--- src/rtl/tu12_tx_sched.sv ---
// tu12_tx_sched: byte-slot scheduler for a 21-channel TU-12 multiframe transmitter.
// Tracks channel/column/row/multiframe position of each payload slot, locks to the
// upstream frame and multiframe pulses, flywheels through missing frame pulses and
// gates the one-hot generator enable on generator readiness.
module tu12_tx_sched #(
    parameter int NCH      = 21,
    parameter int MISS_MAX = 3
) (
    input  logic           clk,
    input  logic           rst,
    input  logic           slot_vld,
    input  logic           fp,
    input  logic           mfp,
    input  logic           gen_rdy,
    output logic [NCH-1:0] en,
    output logic [4:0]     ch_id,
    output logic [1:0]     col,
    output logic [3:0]     row,
    output logic [1:0]     mf_phase,
    output logic           vbyte,
    output logic           locked,
    output logic           frm_err,
    output logic           mf_err
);

    localparam int MW = $clog2(MISS_MAX + 1);

    typedef enum logic [1:0] {
        HUNT     = 2'd0,
        WAIT_RDY = 2'd1,
        RUN      = 2'd2
    } state_t;

    state_t         state, state_nx;

    // Expected position of the next incoming slot.
    logic [4:0]     ch_q, ch_nx;
    logic [1:0]     col_q, col_nx;
    logic [3:0]     row_q, row_nx;
    logic [1:0]     mf_q, mf_nx;
    logic           sync_q, sync_nx;   // a multiframe pulse has been seen since lock
    logic [MW-1:0]  miss_q, miss_nx;

    // Effective position of the current slot after any fp/mfp realignment.
    logic [4:0]     eff_ch;
    logic [1:0]     eff_col;
    logic [3:0]     eff_row;
    logic [1:0]     eff_mf;
    logic           boundary;
    logic           sched;
    logic           frm_d, mf_d;
    logic [NCH-1:0] en_d;

    // Alignment checks, scheduling decision and next-position computation.
    always_comb begin
        // NOTE: every variable gets a default before any branch, so no path can infer a latch.
        state_nx = state;
        miss_nx  = miss_q;
        sync_nx  = sync_q;
        eff_ch   = ch_q;
        eff_col  = col_q;
        eff_row  = row_q;
        eff_mf   = mf_q;
        ch_nx    = ch_q;
        col_nx   = col_q;
        row_nx   = row_q;
        mf_nx    = mf_q;
        sched    = 1'b0;
        frm_d    = 1'b0;
        mf_d     = 1'b0;
        boundary = (ch_q == 5'd0) && (col_q == 2'd0) && (row_q == 4'd0);

        if (slot_vld) begin
            if (state == HUNT) begin
                eff_ch  = '0;
                eff_col = '0;
                eff_row = '0;
                eff_mf  = '0;
                if (fp) begin
                    state_nx = WAIT_RDY;
                    sync_nx  = mfp;
                    miss_nx  = '0;
                end
            end else begin
                if (fp) begin
                    miss_nx = '0;
                    if (!boundary) begin
                        frm_d   = 1'b1;
                        eff_ch  = '0;
                        eff_col = '0;
                        eff_row = '0;
                    end
                    if (mfp) begin
                        if (!boundary || (sync_q && mf_q != 2'd0))
                            mf_d = 1'b1;
                        eff_mf  = '0;
                        sync_nx = 1'b1;
                    end
                end else if (boundary) begin
                    if (miss_q == MW'(MISS_MAX - 1)) begin
                        frm_d    = 1'b1;
                        state_nx = HUNT;
                    end else begin
                        miss_nx = miss_q + 1'b1;
                    end
                end

                // Scheduling starts only on a frame boundary and stops at once on !gen_rdy.
                if (state_nx != HUNT) begin
                    if (!gen_rdy) begin
                        state_nx = WAIT_RDY;
                    end else if (state == RUN ||
                                 (eff_ch == 5'd0 && eff_col == 2'd0 && eff_row == 4'd0)) begin
                        state_nx = RUN;
                        sched    = 1'b1;
                    end
                end
            end

            // Advance ch -> col -> row -> multiframe phase from the effective position.
            if (state_nx == HUNT) begin
                ch_nx   = '0;
                col_nx  = '0;
                row_nx  = '0;
                mf_nx   = '0;
                sync_nx = 1'b0;
                miss_nx = '0;
            end else begin
                ch_nx  = eff_ch + 5'd1;
                col_nx = eff_col;
                row_nx = eff_row;
                mf_nx  = eff_mf;
                if (eff_ch == 5'(NCH - 1)) begin
                    ch_nx  = '0;
                    col_nx = eff_col + 2'd1;
                    if (eff_col == 2'd3) begin
                        if (eff_row == 4'd8) begin
                            row_nx = '0;
                            if (sync_nx)
                                mf_nx = eff_mf + 2'd1;
                        end else begin
                            row_nx = eff_row + 4'd1;
                        end
                    end
                end
            end
        end
    end

    // One-hot enable: channel 0 drives the MSB.
    always_comb begin
        en_d = '0;
        for (int i = 0; i < NCH; i++)
            en_d[i] = sched && (eff_ch == 5'(NCH - 1 - i));
    end

    // State, position counters and registered outputs.
    always_ff @(posedge clk) begin
        if (rst) begin
            state    <= HUNT;
            ch_q     <= '0;
            col_q    <= '0;
            row_q    <= '0;
            mf_q     <= '0;
            sync_q   <= 1'b0;
            miss_q   <= '0;
            en       <= '0;
            ch_id    <= '0;
            col      <= '0;
            row      <= '0;
            mf_phase <= '0;
            vbyte    <= 1'b0;
            locked   <= 1'b0;
            frm_err  <= 1'b0;
            mf_err   <= 1'b0;
        end else begin
            // NOTE: non-blocking assignments so every register samples pre-edge values.
            state   <= state_nx;
            ch_q    <= ch_nx;
            col_q   <= col_nx;
            row_q   <= row_nx;
            mf_q    <= mf_nx;
            sync_q  <= sync_nx;
            miss_q  <= miss_nx;
            en      <= en_d;
            frm_err <= frm_d;
            mf_err  <= mf_d;
            if (slot_vld) begin
                ch_id    <= eff_ch;
                col      <= eff_col;
                row      <= eff_row;
                mf_phase <= eff_mf;
                vbyte    <= sched && (eff_row == 4'd0) && (eff_col == 2'd0);
                locked   <= (state_nx != HUNT);
            end
        end
    end

endmodule

--- config.mk ---
export PLATFORM = sky130hd
export DESIGN_NAME = tu12_tx_sched
export DESIGN_NICKNAME = d
export VERILOG_FILES = /design/src/rtl/tu12_tx_sched.sv
export SDC_FILE = /design/constraint.sdc
export NUM_CORES = 1
export LEC_CHECK = 0
export ABC_CLOCK_PERIOD_IN_PS = 3540
export CAP_MARGIN = 20
export CORE_MARGIN = 2
export CORE_UTILIZATION = 52
export DETAILED_ROUTE_END_ITERATION = 6
export GPL_ROUTABILITY_DRIVEN = 0
export HOLD_SLACK_MARGIN = 0.12
export PLACE_DENSITY = 0.79
export SYNTH_ARGS = -nofsm -noshare
export SYNTH_HDL_FRONTEND = slang
export SYNTH_SLANG_ARGS = --single-unit
--- constraint.sdc ---
create_clock -name clk -period 3.54 [get_ports clk]
set_clock_uncertainty 0.05 [all_clocks]
set_input_delay 0.885 -clock clk [delete_from_list [all_inputs] [get_ports clk]]
set_output_delay 0.885 -clock clk [all_outputs]
set_load 0.01 [all_outputs]
Figure 1. Cell outlines without signal wires (run 1).
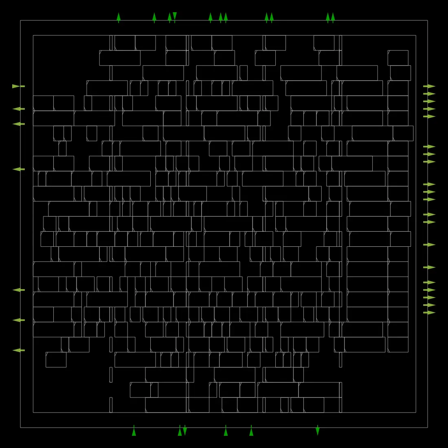
Placement Rows: 25
Tapcells: 54

Figure 2. Signal wires on met2 (run 1).
Bar = 20 um.
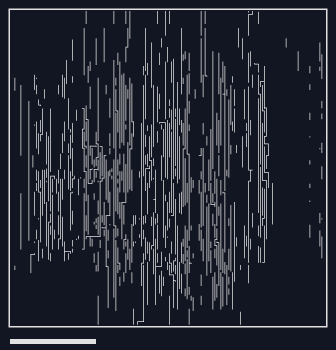
The longest straight run is 32.3 um. The layer carries 2,690 um of wire. 270 nets have wire on it. The layer holds 48% of the routed length. The wires run mostly vertical.

Figure 3. Clock network drawn from the DEF (run 1).
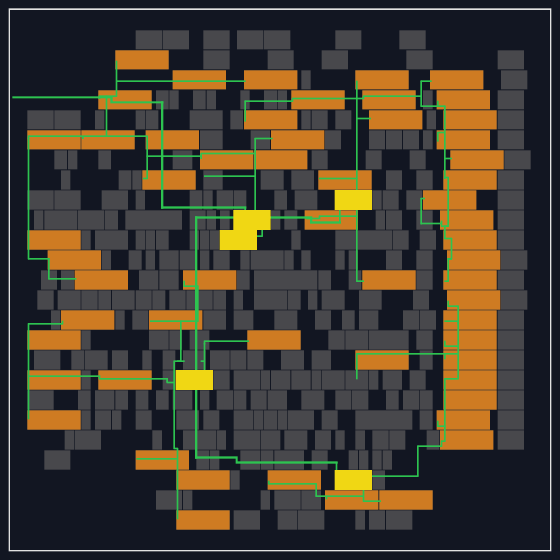
Key: green = clock wires [length 556 um]; orange = flip-flops [count 56]; yellow = clock-net drivers [count 5]
There are 6 routed clock nets.

-- run 1: stage by stage --
step / cell area, sq um / util, % / power (mW) / setup TNS (ns)
6_report: 3090 / 65.8 / 1.10 / 0
5_1_grt: 3090 / 65.8 / 1.14 / 0
4_1_cts: 3090 / 65.8 / 1.11 / 0
3_5_place_dp: 2990 / 63.8 / 0.754 / -0.0136
3_3_place_gp: 2990 / 63.8 / 0.752 / 0
2_1_floorplan: 2510 / - / 0.721 / 0
-- run 1: registers in the layout, indices dropped and copies added, names as in the netlist, 2 cells and up --
name and flops:
row 4, mf_phase 2, ch_q 5, ch_id 5, row_q 4, miss_q 2, mf_q 2, col_q 2
col 2, en 21, state 2
==> GITHUB_STEP_SUMMARY, run 1 <==
## Synthesis and layout report

| Metric | Value |
|---|---|
| Kind of cell adding the most delay to the critical path | simple AND/OR/NAND/NOR gates |
| Via Count | 2,180 |
| Crit path DAT | 3.45 ns |
| H-tree levels | 2 |
| Largest area class, layout | logic gates |
| Maximum number of pins on one net before global-route repair | 23 |
| DRC | 0 |
| Top cell type's share of synthesized area | roughly 45% |
| Share of the clock period used by the worst path | 91.8% |
| Count of placed standard cells in the final layout, fillers left out | about 380 |
| Count of non-CTS buffers in the layout | 53 |
| Count of antenna-violating nets left after detailed routing | 0 |
| Kind of end point of the critical path | flop |
| Layer with the highest usage after global routing | met2 |
| Routed WL | 5640 um |
| Standby leakage power | 1.12 nW |
| Height of the die | ~73 um |
| Status | complete, no violations |
| Final Setup Violations | 0 |
| Clk cell area share | 3.04% |
| Number of clock buffers in the layout | 5 |
| Adder share | under 10% |
| Fin nets | between 300 and 400 |
| Met3 WL | 241 um |
| Final Hold Viols | 0 |
| Internal portion of total power | 0.817 mW |
| Proportion of synthesized flip-flops having asynchronous set or reset | 0% |
| Max transition margin | 64.3% |
| Power of the combinational group | ~0.099 mW |
| Worst Setup SP | fp |
| Multi-input gate share of total cell area | 40.8% |
| Worst Setup Start Kind | input port |
| Clock network fraction of design power | between 30% and 40% |
| Area fraction in and, or, nand and nor cells after synthesis | ~30% |
| Share of the yosys chip area belonging to registers | 44.7% |
| Min-Delay Path Class | reg -> reg |
| EDFF count, synth | 0 |
| Setup repair after global routing missed its margin | false |
| Logic family by area | simple AND/OR/NAND/NOR gates |
| Post-Syn Area per Cell | 8.86 sq um |
| Area of combinational cells with multiple inputs | 0.00126 sq mm |
| Number of input and output port buffers inserted | 43 |
| Initial DRC count | 80 |
| Number of cells on the critical path | 9 |
| Most frequent logic cells in the routed design | 56 x dfxtp_1, 43 x clkdlybuf4s50_1, 35 x nand2_1, 20 x nor2_1, 16 x a21oi_1 |
| CTS tree | done |
| Fmax | slightly above 300 MHz |
| CTS max path bufs | 2 |
| Sw Ratio | 25.6% |
| Yosys top cell by instances | dfxtp_1 |
| Insertion Delay late pin | 0.31 ns |
| Worst hold slack after final layout | 0.415 ns |
| Post-layout worst setup margin | 0.292 ns |
| Vias in the first global route | 1,987 |
| Mux cell area share | around 1.6% |
| Chip area from the yosys synthesis statistics | 0.00251 sq mm |
| Global routing met2 resource utilization | between 30% and 40% |
| Power density over the cells | 356 mW/mm^2 |
| Data required time at the worst endpoint | 3.74 ns |
| Actual slew at the worst max-slew pin | 0.534 ns |
| Gate count of the mapped netlist | ~280 |
| Overall overflow remaining after global route | 0 |
| CTS clock-pin slew for the worst setup and hold paths | 0.10 ns |
| Buffers plus inverters on the worst setup path | 2 |
| Registers | 56 |
| Slowest CP cell | or4_1 |
| Maximum fanout encountered on the critical timing path | 7 |
| Power Sequential | 0.642 mW |
| Combinational fraction of design power | ~9% |
| Wire length of the first global-routing pass | a little over 9000 um |
| Sequential share of cell area | between 30% and 40% |
| Share of total power in sequential cells | 58.4% |
| DR WL met2 | 2690 um |
| Synth Area in XOR/XNOR | 0.349% |
| Met1 wire length | 2550 um |
| Area contributors post-synth | dfxtp_1 45%, nand2_1 5.2%, nor4_1 3.5% |
| Ao+oa area frac | between 15 and 20% |
| Time the final worst path needs with I/O delays and setup | 3.25 ns |
| Worst Hold Launch | miss_q[0] |
| Wire per inst | approximately 15 um |
| Number of logic gates | approximately 200 |
| Source of the worst register-to-register timing path | ch_q[2] |
| Number of different library cells in the post-synthesis netlist | 51 |
Figure 4. Power grid (run 1).
Pins as bars on the die edge. Tap cells in grey.
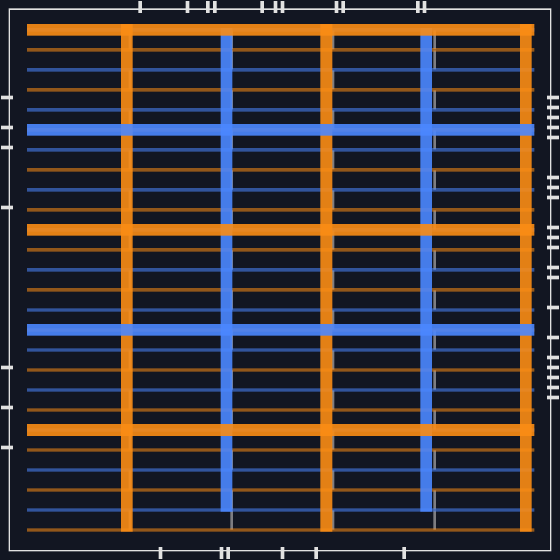

==> run 1 -> run 2 <==
CORE_UTILIZATION = 54   (was 52)
CTS_BUF_LIST = sky130_fd_sc_hd__clkbuf_2   (was unset)
PLACE_DENSITY = 0.81   (was 0.79)
REMOVE_ABC_BUFFERS = 1   (was unset)
Figure 5. Power grid (run 2).
Pins as bars on the die edge. Tap cells in grey.
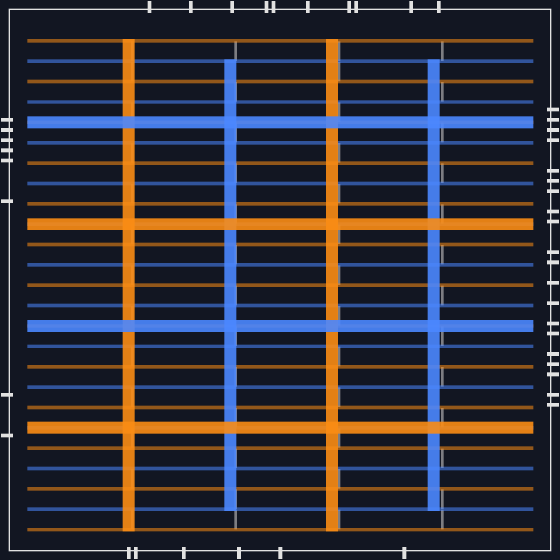
Key: blue = VDD; orange = VSS
4 straps on met5. 4 straps on met4. 52 tap cells. The core has 24 rows.

==> GITHUB_STEP_SUMMARY, run 2 <==
## Synthesis and layout report

| Metric | Value |
|---|---|
| Status | complete, no violations |
| DP HPWL | about 4200 um |
| Share of the yosys chip area belonging to registers | 44.7% (unchanged) |
| CTS Sinks | ~56 |
| Most numerous logic cell after layout | dfxtp_1 |
| Cell Area, Synth | 0.00251 sq mm |
| Delay of the slowest cell on the worst path | 0.54 ns |
| Hold_buf cts | 0 |
| Gate count of the mapped netlist | 283 (unchanged) |
| Met1 Usage GRT | 30.0% |
| Regs by FF count | en x21, ch_id x5, ch_q x5 |
| Slowest CP cell | or4_1 |
| Layout cell share with drive strength beyond 1 | 10.4% |
| H-tree levels | 2 (unchanged) |
| Layer with the highest usage after global routing | met2 |
| Number of input and output port buffers inserted | 43 (unchanged) |
| DRC | 0 (unchanged) |
| Yosys top cell by instances | dfxtp_1 |
| Routed WL | 5800 um (+2.8%) |
| Wire length of the first global-routing pass | 9720 um (+5.2%) |
| Number of gates given a new drive strength after cts | 0 |
| Yosys synthesis warning count | 0 |
| Global routing met2 resource utilization | 40.2% (+1.1 points) |
| R2R cell count | 10 |
| Die footprint | 0.00520 sq mm |
| Proportion of synthesized flip-flops having asynchronous set or reset | 0% (unchanged) |
| Buffer count from post-CTS setup fixing | 0 |
| Most frequent logic cells in the routed design | 56 x dfxtp_1, 43 x clkdlybuf4s50_1, 35 x nand2_1, 20 x nor2_1, 16 x a21oi_1 |
| Adder share | 3.00% (unchanged) |
| Cell count listed in synth_stat.txt | approximately 280 |
| Crit path DAT | 3.42 ns (-0.03 ns) |
| CTS tree | done |
| Combinational fraction of design power | 9.8% (+0.8 points) |
| Setup repair after global routing missed its margin | false |
| First-pass iteration count of the detailed router | 5 |
| Actual slew at the worst max-slew pin | 0.561 ns (+0.0266 ns) |
| Max transition margin | 62.6% (-1.7 points) |
| Worst hold slack after final layout | 0.423 ns (+0.00827 ns) |
| Via Count | 2,169 (-0.50%) |
| Worst setup slack after placement | ~0.037 ns |
| Area post-placement | 0.00298 sq mm (-0.33%) |
| Power Sequential | 0.646 mW (+0.6%) |
| Insertion Delay late pin | 0.47 ns (+0.16 ns) |
| Top cell type's share of synthesized area | 44.7% (unchanged) |
| Overall overflow remaining after global route | 0 (unchanged) |
| Data required time at the worst endpoint | 3.90 ns (+0.16 ns) |
| Post-layout worst setup margin | 0.480 ns (+0.188 ns) |
| Cell Count Post-Placement | ~370 |
| Endpoint of the most critical register-to-register path | mf_q[0] |
| Height of the die | 72.1 um (-1.8%) |
| Setup slack of the worst register-to-register path | 0.62 ns |
| CTS max path bufs | 2 (unchanged) |
| Synth cell count leaders | 56 x dfxtp_1, 35 x nand2_1, 20 x nor2_1, 16 x a21oi_1, 14 x nor4_1 |
| Initial antenna violation count | 0 |
| Max reg flops | 21 (unchanged) |
| Wire per inst | 15.3 um (+3.6%) |
| Fmax | 327 MHz (+6.1%) |
| Standby leakage power | 1.10 nW (-2.3%) |
| Final Setup Violations | 0 (unchanged) |
| Initial DRC count | 137 (+71%) |
| Worst Setup SP | fp |
| Horiz. Die Dim | 72.1 um |
| Reported net switching power | between 0.2 and 0.3 mW |
| DR WL met2 | 2940 um (+9.1%) |
| Top reg by flops | en |
| Clock network fraction of design power | 25.6% (-6.9 points) |
| Pins Over Slew Limit | 0 |
| Final Hold Viols | 0 (unchanged) |
| Standard cell core area | 0.00441 sq mm |
| Total clock buffers created by CTS | 5 |
| Post-Syn Area per Cell | 8.86 sq um (unchanged) |
| Count of antenna-violating nets left after detailed routing | 0 (unchanged) |
| Number of warnings in the stage logs | 27 |
| Top power group | sequential cells |
| Chip area from the yosys synthesis statistics | 0.00251 sq mm (unchanged) |
| Cell Chain, Critical Path | clkdlybuf4s50_1, o21ba_2, and2_1, ha_1, inv_1, or2_4, or4_1, a211o_1, a31oi_1 |
| Area fraction in and, or, nand and nor cells after synthesis | 29.7% (unchanged) |
| Number of different library cells in the post-synthesis netlist | 51 (unchanged) |
| Worst Setup Start Kind | input port |
| Synth area leader | dfxtp_1 |
| Source of the worst register-to-register timing path | ch_q[2] |
| Power density over the cells | 330 mW/mm^2 (-7.4%) |
| Internal portion of total power | 0.725 mW (-11%) |
| Maximum number of pins on one net before global-route repair | 27 (+17%) |
| Top Layer Used | met4 |
| Met1 wire length | 2500 um (-2.0%) |
| Ports placed on the boundary | 44 |
| Final non-filler cell area | 0.00303 sq mm (-1.8%) |
| Share of the core filled with cells in the final layout | 68.7% (+2.9 points) |
| Maximum fanout encountered on the critical timing path | 6 (-1) |
| CTS clock-pin slew for the worst setup and hold paths | 0.26 ns (+0.16 ns) |
| Reported clock group power | 0.255 mW |
| # Max-Cap Violations | 0 |
| Met3 WL | 261 um (+8.3%) |
| Worst Hold Launch | miss_q[0] |
| Layout Area Growth over Synthesis | 21.0% |
| Max VDD drop | 0.213 mV |
| Vias in the first global route | 2,022 (+1.8%) |
| Setup tns final | 0 ns (unchanged) |
| Power of the combinational group | 0.0984 mW (-1%) |
| Area contributors post-synth | dfxtp_1 45%, nand2_1 5.2%, nor4_1 3.5% |
| EDFF count, synth | 0 (unchanged) |
| Share of the clock period used by the worst path | 86.4% (-5.3 points) |
| ANT cells | 0 |
| Kind of end point of the critical path | flop |
| Tot GR Track Use | 24.0% |
| Endpoint of the worst hold-timing path | miss_q[0] |
| Time the final worst path needs with I/O delays and setup | 3.06 ns (-0.188 ns) |
| Synthesis-stage register bit count | between 50 and 60 |
| Ao+oa area frac | 15.6% (unchanged) |
| Mean number of vias per cell | 5.72 |
| Sw Ratio | 27.4% (+1.8 points) |
| Worst Hold Path Cells | 2 |
| Synth Area in XOR/XNOR | 0.349% (unchanged) |
| Final Total Pwr | 0.999 mW (-9.1%) |
| Path type of the worst setup path | in -> reg |
| Logic family by area | simple AND/OR/NAND/NOR gates |
| Synth Flop Type | dfxtp_1 |
| Share of total power in sequential cells | 64.6% (+6.2 points) |
| Worst setup endpoint | mf_q[0] |
| Mux cell area share | 1.60% (unchanged) |
| Met3 routing resource usage after global routing | 5.28% |
| Min-Delay Path Class | reg -> reg |
| Clock root cell | clkbuf_2 |
| Fin nets | 338 (-0.29%) |
| Init Core Util | 56.8% |
Figure 6. Cell outlines without signal wires (run 2).
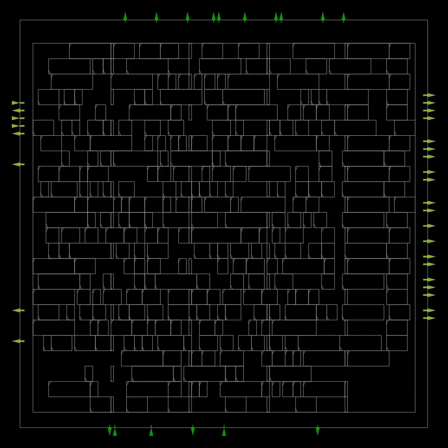
Placement Rows: 24
filler cell count: 392
count of placed standard cells in the final layout, fillers left out: 379

-- run 2: netlist changes by cell type in the layout (fill, tap and decap cells not counted), sizes merged --
cell      change
inv           -2
clkinvlp      +1
buf           -1
clkinv        +1
-- run 2: area by class of cell --
| cell class | count | area (sq um) |
|---|---|---|
| Fill cell | 392 | 1380 |
| Multi-Input combinational cell | 200 | 1260 |
| Sequential cell | 56 | 1120 |
| Timing Repair Buffer | 52 | 498 |
| Tap cell | 52 | 65.1 |
| Inverter | 11 | 41.3 |
| Clock buffer | 5 | 25.0 |
| Clock inverter | 3 | 23.8 |
-- run 2: critical path, delay by kind of cell --
kind | cells | cell delay (ns)
AOI/OAI and AO/OA | 3 | 0.81
and+or+nand+nor | 3 | 0.99
buffers and inverters | 2 | 0.54
adders and majority gates | 1 | 0.19
Figure 7. Clock network drawn from the DEF (run 2).
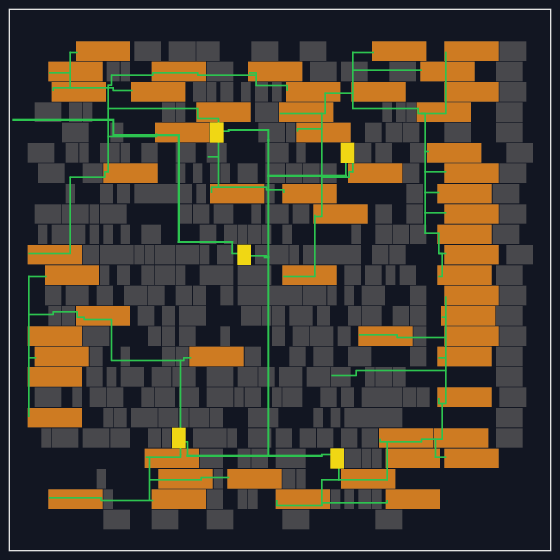

==> run 2 -> run 3 <==
CORE_ASPECT_RATIO = 1.25   (was unset)
Figure 8. Clock network drawn from the DEF (run 3).
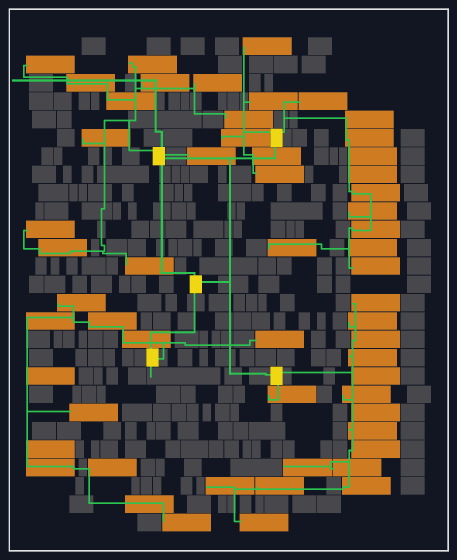
reported clock group power: 0.373 mW
clock network fraction of design power: 33.3%

==> GITHUB_STEP_SUMMARY, run 3 <==
## Synthesis and layout report

| Metric | Value |
|---|---|
| Met1 Usage GRT | 27.1% (-2.9 points) |
| Top power group | sequential cells |
| Via Count | 2,196 (+1.2%) |
| Vias in the first global route | 2,018 (-0.20%) |
| Initial DRC count | 140 (+2.2%) |
| Ports placed on the boundary | 44 (unchanged) |
| Worst Setup SP | fp |
| EDFF count, synth | 0 (unchanged) |
| Setup repair after global routing missed its margin | false |
| Layout cell share with drive strength beyond 1 | 10.7% (+0.27 points) |
| # Max-Cap Violations | 0 (unchanged) |
| Global routing met2 resource utilization | 42.4% (+2.2 points) |
| Worst Hold Path Cells | 2 (unchanged) |
| Multi-input gate share of total cell area | 40.7% (-0.79 points) |
| Overall overflow remaining after global route | 0 (unchanged) |
| Reported net switching power | 0.256 mW (-6.7%) |
| Sequential share of cell area | 36.3% (-0.70 points) |
| Worst Hold Launch | miss_q[0] |
| Final Total Pwr | 1.12 mW (+12%) |
| Share of the clock period used by the worst path | 85.9% (-0.57 points) |
| Top reg by flops | en |
| Number of logic gates | 200 (unchanged) |
| Chip area from the yosys synthesis statistics | 0.00251 sq mm (unchanged) |
| Synthesis-stage register bit count | 56 (unchanged) |
| Setup tns final | 0 ns (unchanged) |
| Synth area leader | dfxtp_1 |
| Registers | 56 (unchanged) |
| Status | complete, no violations |
| Buffers plus inverters on the worst setup path | 2 (unchanged) |
| Buffer count from post-CTS setup fixing | 0 (unchanged) |
| First-pass iteration count of the detailed router | 4 (-1) |
| Filler cell count | 358 (-8.7%) |
| Count of antenna-violating nets left after detailed routing | 0 (unchanged) |
| Share of the core filled with cells in the final layout | 69.9% (+1.2 points) |
| Final Setup Violations | 0 (unchanged) |
| DRC | 0 (unchanged) |
| Yosys top cell by instances | dfxtp_1 |
| Combinational fraction of design power | 9.0% (-0.8 points) |
| CTS tree | done |
| Tot GR Track Use | 23.5% (-0.48 points) |
| Min-Delay Path Class | reg -> reg |
| Post-Syn Area per Cell | 8.86 sq um (unchanged) |
| Worst Setup Start Kind | input port |
| Max transition margin | 60.1% (-2.5 points) |
| Power Sequential | 0.645 mW (about the same) |
| Kind of cell adding the most delay to the critical path | simple AND/OR/NAND/NOR gates |
| Most numerous logic cell after layout | dfxtp_1 |
| Mean number of vias per cell | 5.69 (-0.59%) |
| ANT cells | 0 (unchanged) |
| Proportion of synthesized flip-flops having asynchronous set or reset | 0% (unchanged) |
| R2R cell count | 10 (unchanged) |
| Setup slack of the worst register-to-register path | 0.62 ns (about the same) |
| Tapcells | 58 (+12%) |
| Maximum fanout encountered on the critical timing path | 7 (+1) |
| Non-clock inverter count in the final layout | 11 (unchanged) |
| CTS Sinks | 56 (unchanged) |
| Initial antenna violation count | 0 (unchanged) |
| Die footprint | 0.00521 sq mm (about the same) |
| Data required time at the worst endpoint | 3.88 ns (-0.02 ns) |
| Maximum number of pins on one net before global-route repair | 27 (unchanged) |
| Most frequent logic cells in the routed design | 56 x dfxtp_1, 43 x clkdlybuf4s50_1, 35 x nand2_1, 20 x nor2_1, 16 x a21oi_1 |
| Endpoint of the worst hold-timing path | miss_q[0] |
| Share of the yosys chip area belonging to registers | 44.7% (unchanged) |
| Register cell area after layout | 0.00112 sq mm (unchanged) |
| Actual slew at the worst max-slew pin | 0.598 ns (+0.0373 ns) |
| Area contributors post-synth | dfxtp_1 45%, nand2_1 5.2%, nor4_1 3.5% |
| Power density over the cells | 362 mW/mm^2 (+9.8%) |
| Power of the combinational group | 0.100 mW (about the same) |
| Number of input and output port buffers inserted | 43 (unchanged) |
| Regs by FF count | en x21, ch_id x5, ch_q x5 |
| Clock root cell | clkbuf_2 |
| Largest area class, layout | logic gates |
| Number of warnings in the stage logs | 27 (unchanged) |
| Source of the worst register-to-register timing path | ch_q[2] |
| H-tree levels | 2 (unchanged) |
| Insertion Delay late pin | 0.44 ns (-0.03 ns) |
| Standard cell core area | 0.00443 sq mm (+0.26%) |
| Total clock buffers created by CTS | 5 (unchanged) |
| Number of clock buffers in the layout | 5 (unchanged) |
| Non-clock buffer area fraction after layout | 16.6% (+0.17 points) |
| Synth cell count leaders | 56 x dfxtp_1, 35 x nand2_1, 20 x nor2_1, 16 x a21oi_1, 14 x nor4_1 |
| CTS clock-pin slew for the worst setup and hold paths | 0.25 ns (about the same) |
| Sw Ratio | 22.9% (-4.5 points) |
| Hold_buf cts | 0 (unchanged) |
| Synth Flop Type | dfxtp_1 |
| Count of non-CTS buffers in the layout | 54 (+3.8%) |
| Time the final worst path needs with I/O delays and setup | 3.04 ns (-0.0203 ns) |
| Top Layer Used | met4 |
| Share of total power in sequential cells | 57.7% (-6.9 points) |
| Number of different library cells in the post-synthesis netlist | 51 (unchanged) |
| Met3 routing resource usage after global routing | 3.64% (-1.6 points) |
| Cell count listed in synth_stat.txt | 283 (unchanged) |
| Worst hold slack after final layout | 0.420 ns (-0.00311 ns) |
| Yosys synthesis warning count | 0 (unchanged) |
| Clk cell area share | 2.75% (+1.1 points) |
| Top cell type's share of synthesized area | 44.7% (unchanged) |
| Init Core Util | 56.6% (-0.14 points) |
| Number of cells on the critical path | 9 (unchanged) |
Figure 9. Placed cells, one colour a class (run 3).
Bar = 20 um. Fill, decap, tap and diode cells in grey.
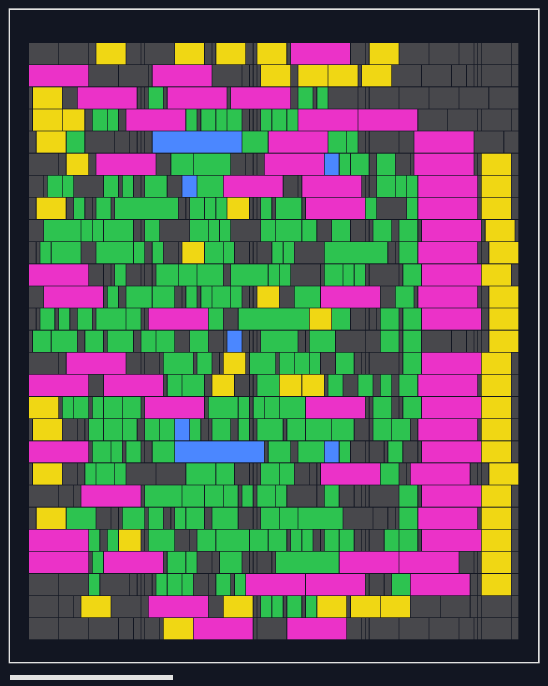
Key: yellow = remaining buffers and delay cells [cells 54]; green = remaining logic cells [cells 211]; blue = clock drivers and dummy loads [cells 7]; magenta = registers [cells 56]

-- run 3: cell counts after synthesis --
No cell type changed its count.
-- run 3: metrics by stage --
stage                     cells  area (sq um)
final                       386          3090
after global routing        386          3090
after CTS                   386          3090
after detailed placement    379          3010
after global placement      379          3010
after floorplan             267          2420
-- run 3: kinds of logic (layout without fill, tap and decap cells) --
group | after synthesis | after routing | share of synthesized area (%)
compound gates | 57 | 57 | 15.6
simple gates | 132 | 132 | 29.7
flops | 56 | 56 | 44.7
xor+xnor | 1 | 1 | 0.350
mux | 4 | 4 | 1.60
buf+inv | 27 | 72 | 5.04
fa+ha+maj | 6 | 6 | 3.00
No activity file was given, so power comes from the tool's default toggle rates.
